==> images/layer_met1.png <==
Drawn at 2 px/µm. Supply wires on this layer in gray. Cells faint in the background.
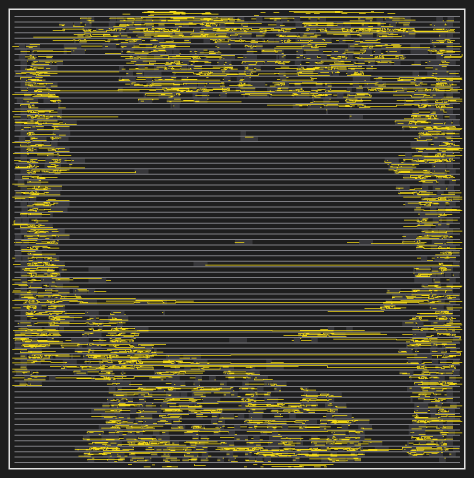
==> images/sizes.png <==
Drawn at 1.5 px/µm.
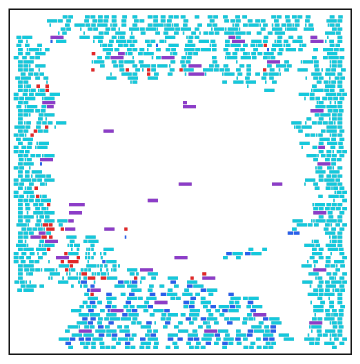
==> images/cell_density.png <==
Drawn at 1.5 px/µm. The die is cut into 23 by 23 equal tiles; dark blue is low, red is high, 0 to 100% covered.
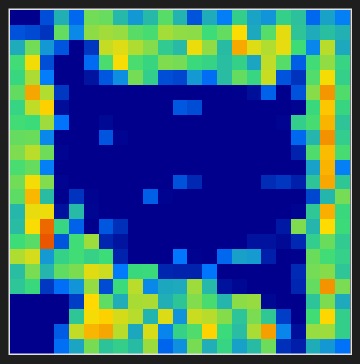
==> images/io_fan.png <==
Drawn at 1.5 px/µm.
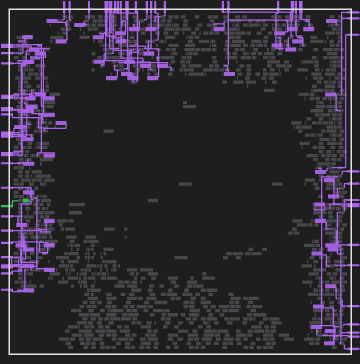
`src/rtl/boron_pkg.sv`:
```
// Shared constants for the BORON core arbiter: widths, modes, FSM encoding
// and the two-way round-robin helper.
package boron_pkg;

  localparam int BLOCK_W = 64;
  localparam int KEY_W   = 80;

  localparam logic MODE_ENC = 1'b0;
  localparam logic MODE_DEC = 1'b1;

  localparam logic PORT_0 = 1'b0;
  localparam logic PORT_1 = 1'b1;

  localparam logic [BLOCK_W-1:0] ERR_DATA = 64'hFFFF_FFFF_FFFF_FFFF;

  // Arbiter FSM encoding
  localparam logic [2:0] ST_IDLE  = 3'd0;
  localparam logic [2:0] ST_ISSUE = 3'd1;
  localparam logic [2:0] ST_ARM   = 3'd2;
  localparam logic [2:0] ST_WAIT  = 3'd3;
  localparam logic [2:0] ST_RESP  = 3'd4;

  // Winner for a two-way round robin: the sole requester, or on a tie the
  // port that did not win last time. Only meaningful when valid != 0.
  function automatic logic rr_winner(input logic [1:0] valid, input logic last_grant);
    logic win;
    case (valid)
      2'b01:   win = PORT_0;
      2'b10:   win = PORT_1;
      2'b11:   win = ~last_grant;
      default: win = PORT_0;
    endcase
    return win;
  endfunction

endpackage

```
`src/rtl/boron_rr_pick.sv`:
```
// Combinational two-way round-robin pick for the BORON arbiter.
module boron_rr_pick
  import boron_pkg::*;
(
  input  logic [1:0] req_valid,
  input  logic       last_grant,
  output logic       any_valid,
  output logic       winner
);

  // Decide whether anyone is asking and which port wins
  always_comb begin
    any_valid = 1'b0;
    winner    = PORT_0;
    if (req_valid != 2'b00) begin
      any_valid = 1'b1;
      winner    = rr_winner(req_valid, last_grant);
    end else begin
      any_valid = 1'b0;
      winner    = PORT_0;
    end
  end

endmodule

```
`src/rtl/boron_core_arbiter.sv`:
```
// Shares one BORON cipher core between two requesters: round-robin grant,
// one-cycle start pulse, watchdog-guarded wait for done, and a held
// valid/ready response to the granted port.
module boron_core_arbiter
  import boron_pkg::*;
#(
  parameter logic [7:0] TIMEOUT = 8'd96
) (
  input  logic               clk,
  input  logic               reset,
  input  logic               req_valid_0,
  input  logic               req_valid_1,
  output logic               req_ready_0,
  output logic               req_ready_1,
  input  logic               req_mode_0,
  input  logic               req_mode_1,
  input  logic [BLOCK_W-1:0] req_data_0,
  input  logic [BLOCK_W-1:0] req_data_1,
  input  logic [KEY_W-1:0]   req_key_0,
  input  logic [KEY_W-1:0]   req_key_1,
  output logic               rsp_valid_0,
  output logic               rsp_valid_1,
  input  logic               rsp_ready_0,
  input  logic               rsp_ready_1,
  output logic [BLOCK_W-1:0] rsp_data,
  output logic               rsp_err,
  output logic               core_start,
  output logic               core_mode,
  output logic [BLOCK_W-1:0] core_data,
  output logic [KEY_W-1:0]   core_key,
  input  logic               core_done,
  input  logic [BLOCK_W-1:0] core_result
);

  logic [2:0] state_r;
  logic       last_grant_r;
  logic       grant_r;
  logic [7:0] wdog_r;

  logic [1:0] req_valid_s;
  logic       any_valid_s;
  logic       winner_s;
  logic       grant_now_s;
  logic       resp_take_s;
  logic       wdog_expire_s;

  assign req_valid_s = {req_valid_1, req_valid_0};

  boron_rr_pick u_rr_pick (
    .req_valid  (req_valid_s),
    .last_grant (last_grant_r),
    .any_valid  (any_valid_s),
    .winner     (winner_s)
  );

  // Accept a request only in IDLE; ready goes to the round-robin winner
  always_comb begin
    grant_now_s = 1'b0;
    req_ready_0 = 1'b0;
    req_ready_1 = 1'b0;
    if (!reset && (state_r == ST_IDLE) && any_valid_s) begin
      grant_now_s = 1'b1;
      req_ready_0 = (winner_s == PORT_0);
      req_ready_1 = (winner_s == PORT_1);
    end else begin
      grant_now_s = 1'b0;
      req_ready_0 = 1'b0;
      req_ready_1 = 1'b0;
    end
  end

  // Response handshake on the granted port only; the other ready is ignored
  always_comb begin
    resp_take_s = 1'b0;
    if (state_r == ST_RESP) begin
      resp_take_s = (grant_r == PORT_0) ? rsp_ready_0 : rsp_ready_1;
    end else begin
      resp_take_s = 1'b0;
    end
  end

  assign wdog_expire_s = (wdog_r == (TIMEOUT - 8'd1));

  // Arbiter FSM with latched core inputs, watchdog and response registers
  always_ff @(posedge clk) begin
    if (reset) begin
      state_r      <= ST_IDLE;
      last_grant_r <= PORT_1;
      grant_r      <= PORT_0;
      wdog_r       <= 8'd0;
      core_start   <= 1'b0;
      core_mode    <= MODE_ENC;
      core_data    <= {BLOCK_W{1'b0}};
      core_key     <= {KEY_W{1'b0}};
      rsp_valid_0  <= 1'b0;
      rsp_valid_1  <= 1'b0;
      rsp_data     <= {BLOCK_W{1'b0}};
      rsp_err      <= 1'b0;
    end else begin
      // Start is a single-cycle pulse raised only on the grant edge
      core_start <= 1'b0;
      case (state_r)
        ST_IDLE: begin
          if (grant_now_s) begin
            grant_r      <= winner_s;
            last_grant_r <= winner_s;
            core_mode    <= (winner_s == PORT_1) ? req_mode_1 : req_mode_0;
            core_data    <= (winner_s == PORT_1) ? req_data_1 : req_data_0;
            core_key     <= (winner_s == PORT_1) ? req_key_1  : req_key_0;
            core_start   <= 1'b1;
            state_r      <= ST_ISSUE;
          end else begin
            state_r <= ST_IDLE;
          end
        end
        ST_ISSUE: begin
          state_r <= ST_ARM;
        end
        ST_ARM: begin
          // core_done may still be high from the previous operation here
          wdog_r  <= 8'd0;
          state_r <= ST_WAIT;
        end
        ST_WAIT: begin
          if (core_done) begin
            rsp_data    <= core_result;
            rsp_err     <= 1'b0;
            rsp_valid_0 <= (grant_r == PORT_0);
            rsp_valid_1 <= (grant_r == PORT_1);
            state_r     <= ST_RESP;
          end else if (wdog_expire_s) begin
            rsp_data    <= ERR_DATA;
            rsp_err     <= 1'b1;
            rsp_valid_0 <= (grant_r == PORT_0);
            rsp_valid_1 <= (grant_r == PORT_1);
            state_r     <= ST_RESP;
          end else begin
            wdog_r <= wdog_r + 8'd1;
          end
        end
        ST_RESP: begin
          if (resp_take_s) begin
            rsp_valid_0 <= 1'b0;
            rsp_valid_1 <= 1'b0;
            state_r     <= ST_IDLE;
          end else begin
            state_r <= ST_RESP;
          end
        end
        default: begin
          rsp_valid_0 <= 1'b0;
          rsp_valid_1 <= 1'b0;
          state_r     <= ST_IDLE;
        end
      endcase
    end
  end

endmodule

```
`config.mk`:
```
export PLATFORM = sky130hd
export DESIGN_NAME = boron_core_arbiter
export DESIGN_NICKNAME = d
export VERILOG_FILES = /design/src/rtl/boron_pkg.sv /design/src/rtl/boron_rr_pick.sv /design/src/rtl/boron_core_arbiter.sv
export SDC_FILE = /design/constraint.sdc
export NUM_CORES = 1
export LEC_CHECK = 0
export CORE_AREA = 2 2 225 227
export DETAILED_ROUTE_END_ITERATION = 12
export DIE_AREA = 0 0 227 229
export PLACE_DENSITY = 0.55
export SLEW_MARGIN = 20
export SYNTH_ARGS = -nofsm -noshare
export SYNTH_HDL_FRONTEND = slang
export SYNTH_SLANG_ARGS = --single-unit
```
`constraint.sdc`:
```
create_clock -name clk -period 2.4 [get_ports clk]
set_input_delay 0.24 -clock clk [delete_from_list [all_inputs] [get_ports clk]]
set_output_delay 0.24 -clock clk [all_outputs]
set_load 0.005 [all_outputs]
```
==> GITHUB_STEP_SUMMARY <==
## PnR job results

| Metric | Value |
|---|---|
| Syn Nets | 1107 |
| Fin crit share | 0.960 |
| PD cells | 806 mW/mm² |
| GRT Util Overall | 0.129 |
| Unrepaired setup endpoints after global routing | false |
| Clk latency late pin | roughly 0.55 ns |
| Reg power frac | 0.369 |
| Lkg Pwr | ~5.6 nW |
| Site row count | about 82 |
| Die footprint | just over 0.05 mm² |
| Worst R2R Path Depth | 8 |
| Worst setup SP type | input pin |
| CP Launch Point | reset |
| Die y size | ~230 µm |
| Cells after Synth | between 700 and 800 |
| Dpl cells | approximately 1.9k |
| Primary FF master, synth | dfxtp_1 |
| Largest logic family | AND-OR/OR-AND gates |
| Tmin final | approximately 2.3 ns |
| Syn Std Cell Area | around 0.008 mm² |
| Slew of the pin with the lowest slew margin | roughly 0.73 ns |
| Yosys Instances | between 700 and 800 |
| Adder Area Share | 0.00154 |
| Internal power | about 9.0 mW |
| DR vias/cell | 4.51 |
| HP Class | in -> reg |
| Yosys cell types | 43 |
| Post-synth seq share | 0.558 |
| Clk slew on worst S/H paths | 0.06 ns |
| Chip Area, Yosys | slightly above 0.008 mm² |
| Post-Synth XOR/XNOR Area | 0.00108 |
| DRT iter0 DRCs | between 900 and 1k |
| Pin count of the biggest net entering global routing | 74 |
| RD Place Congestion | between 0.8 and 0.9 |
| Max clock buf depth | 3 |
| Crit path DRT | ~2.2 ns |
| Critical Path End Type | output port |
| First-pass GRT wire length | between 50 and 60 mm |
| Vias in the first global route | just under 9k |
| Yosys top cell by area | dfxtp_1 |
| Fmax achieved | roughly 0.43 GHz |
| Peak VDD IR | 0.422 mV |
| Switching pwr | around 3.6 mW |
| Setup-failing EPs final | 0 |
| Crit-path max FO | 6 |
| Routed len/inst | about 18 µm |
| Beginning of the worst hold path | req_key_0[74] |
| Combinational cell fraction of total power | 0.303 |
| Reg2Reg Setup Slack | 0.37 ns |
| Synth Register Bits | approximately 230 |
| Final hold vios | 0 |
| Antenna cells | 0 |
| Hold path cells | 3 |
| Critical Setup Path Class | in -> out |
| Slew HR | 0.512 |
| TNS Setup | 0 ns |
| Initial antenna violation count | 0 |
| Area contributors post-synth | dfxtp_1 56%, a222oi_1 18%, o221a_2 8.9% |
| Sink Count | about 230 |
| HPWL after DPL | ~26 mm |
| Routed Antenna Nets | 0 |
| # DRC | 0 |
| Max cap viols | 0 |
| Pre-Repair DR Iteration Count | 9 |
| Reg2reg end | core_key[59]$_SDFFE_PP0P_ |
| Synth top cell by count | dfxtp_1 |
| Fin nets | roughly 1.7k |
| OpenROAD warning count | 26 |
| Run status | complete, no violations |
| Commonest cells post-synth | 226 x dfxtp_1, 154 x nor2_1, 145 x a222oi_1, 64 x o221a_2, 56 x clkbuf_1 |
| GR Overflow Total | 0 |
| Area leader share | 0.558 |
| Async SR Flop Fraction | 0 |
| TritonCTS clock tree | done |
| Yosys aoi share | 0.291 |
| YS warnings | 0 |
| Worst setup path endpoint | req_ready_0 |
| Mux cell area share | 0.00123 |
| Net Sw Frac | 0.284 |
| Non-Filler Instances | 1991 |
| Share of layout cells above drive strength 1 | 0.119 |
| Clk pwr share | 0.328 |
| CTS root buffer | clkbuf_16 |
| Reg-to-reg startpoint | state_r[1]$_SDFFE_PP0P_ |
| EDFF count, synth | 0 |
| Die width | 227 µm |
| CP Data Arrival Time | roughly 2 ns |
| H-tree depth | 1 |
| Yosys simple share | 0.0981 |
| Post-Syn Area per Cell | between 10 and 15 µm² |
| Skew final | ~0.008 ns |
| Slew Limit Fails | 0 |
| TritonCTS Buffers | 27 |
-- layer_met1.png (at the start) --
main direction: horizontal
longest straight run: 123 µm
DRT Wirelength: 36.8 mm
Vias: 8983

-- sizes.png (at the start) --
legend:
  _6 and larger:
    color: purple
    cells: 44
    share: 3.3%
    most_used: clkbuf_16
  _3 and _4 cells:
    color: red
    cells: 38
    share: 2.9%
    most_used: buf_4
  _0 and _1 cells:
    color: cyan
    cells: 1162
    share: 88%
    most_used: clkdlybuf4s50_1
  _2 cells:
    color: blue
    cells: 75
    share: 5.7%
    most_used: o221a_2
Area Growth Syn to Fin: 92.7%
number of non-clock buffers: 613

-- cell_density.png (at the start) --
emptiest ninth of the die: center
mean over tiles: 28%
fullest tile: 90%
nearly empty tiles: 36%
tiles over 75% full: 4.2%
densest ninth of the die: north-east
fin util: 0.315
core area: 0.0497 mm²
Starting Density: 0.163

-- io_fan.png (at the start) --
legend:
  `core_data`:
    color: purple
    bits: 64
    direction: output
    edge: 25 north, 24 west, 15 east
    end_cells: 64
    wire: 2820 µm
  `req_mode_0`:
    color: green
    bits: 1
    direction: input
    edge: west
    end_cells: 1
    wire: 10.7 µm
Top Ports: 576
port bufs: 575

[final cells by class]
type	count	area, µm²
fill	5131	34000
timing repair buffer	613	6130
sequential	226	4520
multi-input combinational	427	3220
tap	672	841
clock buffer	41	788
clock inverter	9	103
inverter	3	11.3
[power groups by stage]
stage / clock (mW) / combinational [mW] / sequential, mW
after floorplan: 0 / 1.50 / 4.70
after global placement: 0 / 3.78 / 4.70
after detailed placement: 0 / 3.81 / 4.70
after CTS: 4.29 / 3.85 / 4.64
after global routing: 4.45 / 4.12 / 4.70
final: 4.12 / 3.82 / 4.65
[repair_timing]
item                       4_1_cts  5_1_grt
setup endpoints to repair        2        2
hold endpoints to repair         1        0
resized                          0        2
pin swaps                        0        1
hold buffers                     1        0
setup buffers                    2        1
[registers in the layout, summed over array words and instances (netlist names)]
name,count
core_key,80
core_data,64
rsp_data,64
wdog_r,8
state_r,3
core_mode,1
core_start,1
grant_r,1
last_grant_r,1
rsp_err,1
rsp_valid_0,1
rsp_valid_1,1
[worst max-delay path, stage by stage]
cell	delay (ns)
dlygate4sd3_1	0.56
buf_6	0.15
nor4_4	0.25
buf_4	0.17
and3_4	0.19
clkdlybuf4s50_1	0.50
[per-layer routing]
layer | up-vias | routed length (µm) | GRT usage | part of all wire
met5 | - | 0 | 0 | 0
met4 | 0 | 902 | 0.0419 | 0.025
met3 | 55 | 3570 | 0.0346 | 0.097
met2 | 468 | 17800 | 0.225 | 0.48
met1 | 4318 | 14500 | 0.153 | 0.40
li1 | 4142 | - | - | -
[metrics by stage]
step           setup slack (ns)  instance area, µm²  hold slack (ns)  power [mW]
6_report                 0.0954               15600            0.333        12.6
2_1_floorplan             0.667                8110            0.409        6.20
5_1_grt                  0.0124               15600            0.304        13.3
3_3_place_gp              0.324               14700            0.479        8.48
3_5_place_dp              0.285               14700            0.485        8.52
4_1_cts                  0.0355               15600            0.295        12.8
[worst min path at each step]
stage	end
6_report	core_key[74]$_SDFFE_PP0P_
5_1_grt	rsp_data[9]$_SDFFE_PP0P_
4_1_cts	core_data[51]$_SDFFE_PP0P_
3_5_place_dp	core_data[15]$_SDFFE_PP0P_
3_3_place_gp	core_key[52]$_SDFFE_PP0P_
2_1_floorplan	core_data[0]$_SDFFE_PP0P_
[cell families after synthesis]
family                   Yosys count
flip-flops                       226
XOR/XNOR                           1
AND-OR/OR-AND                    236
buffers and inverters             92
adder cells (fa/ha/maj)            1
AND/OR/NAND/NOR                  188
multiplexers                       1
[cell usage in the layout, fill, tap and decap left out, drive strengths merged, types with 2 or more instances in the layout]
master / netlist / routed
clkdlybuf4s50: 0 / 574
or4: 2 / 2
bufinv: 0 / 2
a32o: 2 / 2
inv: 3 / 4
nand3: 2 / 2
nor2b: 3 / 3
buf: 33 / 38
and3: 3 / 3
o221a: 64 / 64
nor2: 154 / 154
dfxtp: 226 / 226
clkbuf: 56 / 41
nand2b: 2 / 2
o21a: 2 / 2
nand3b: 2 / 2
a311oi: 2 / 2
nand2: 10 / 10
a21oi: 6 / 6
clkinv: 0 / 6
or3: 2 / 2
o21ai: 6 / 6
nand4: 2 / 2
a222oi: 145 / 145
a31oi: 3 / 3
No activity file was given, so power comes from the tool's default toggle rates.
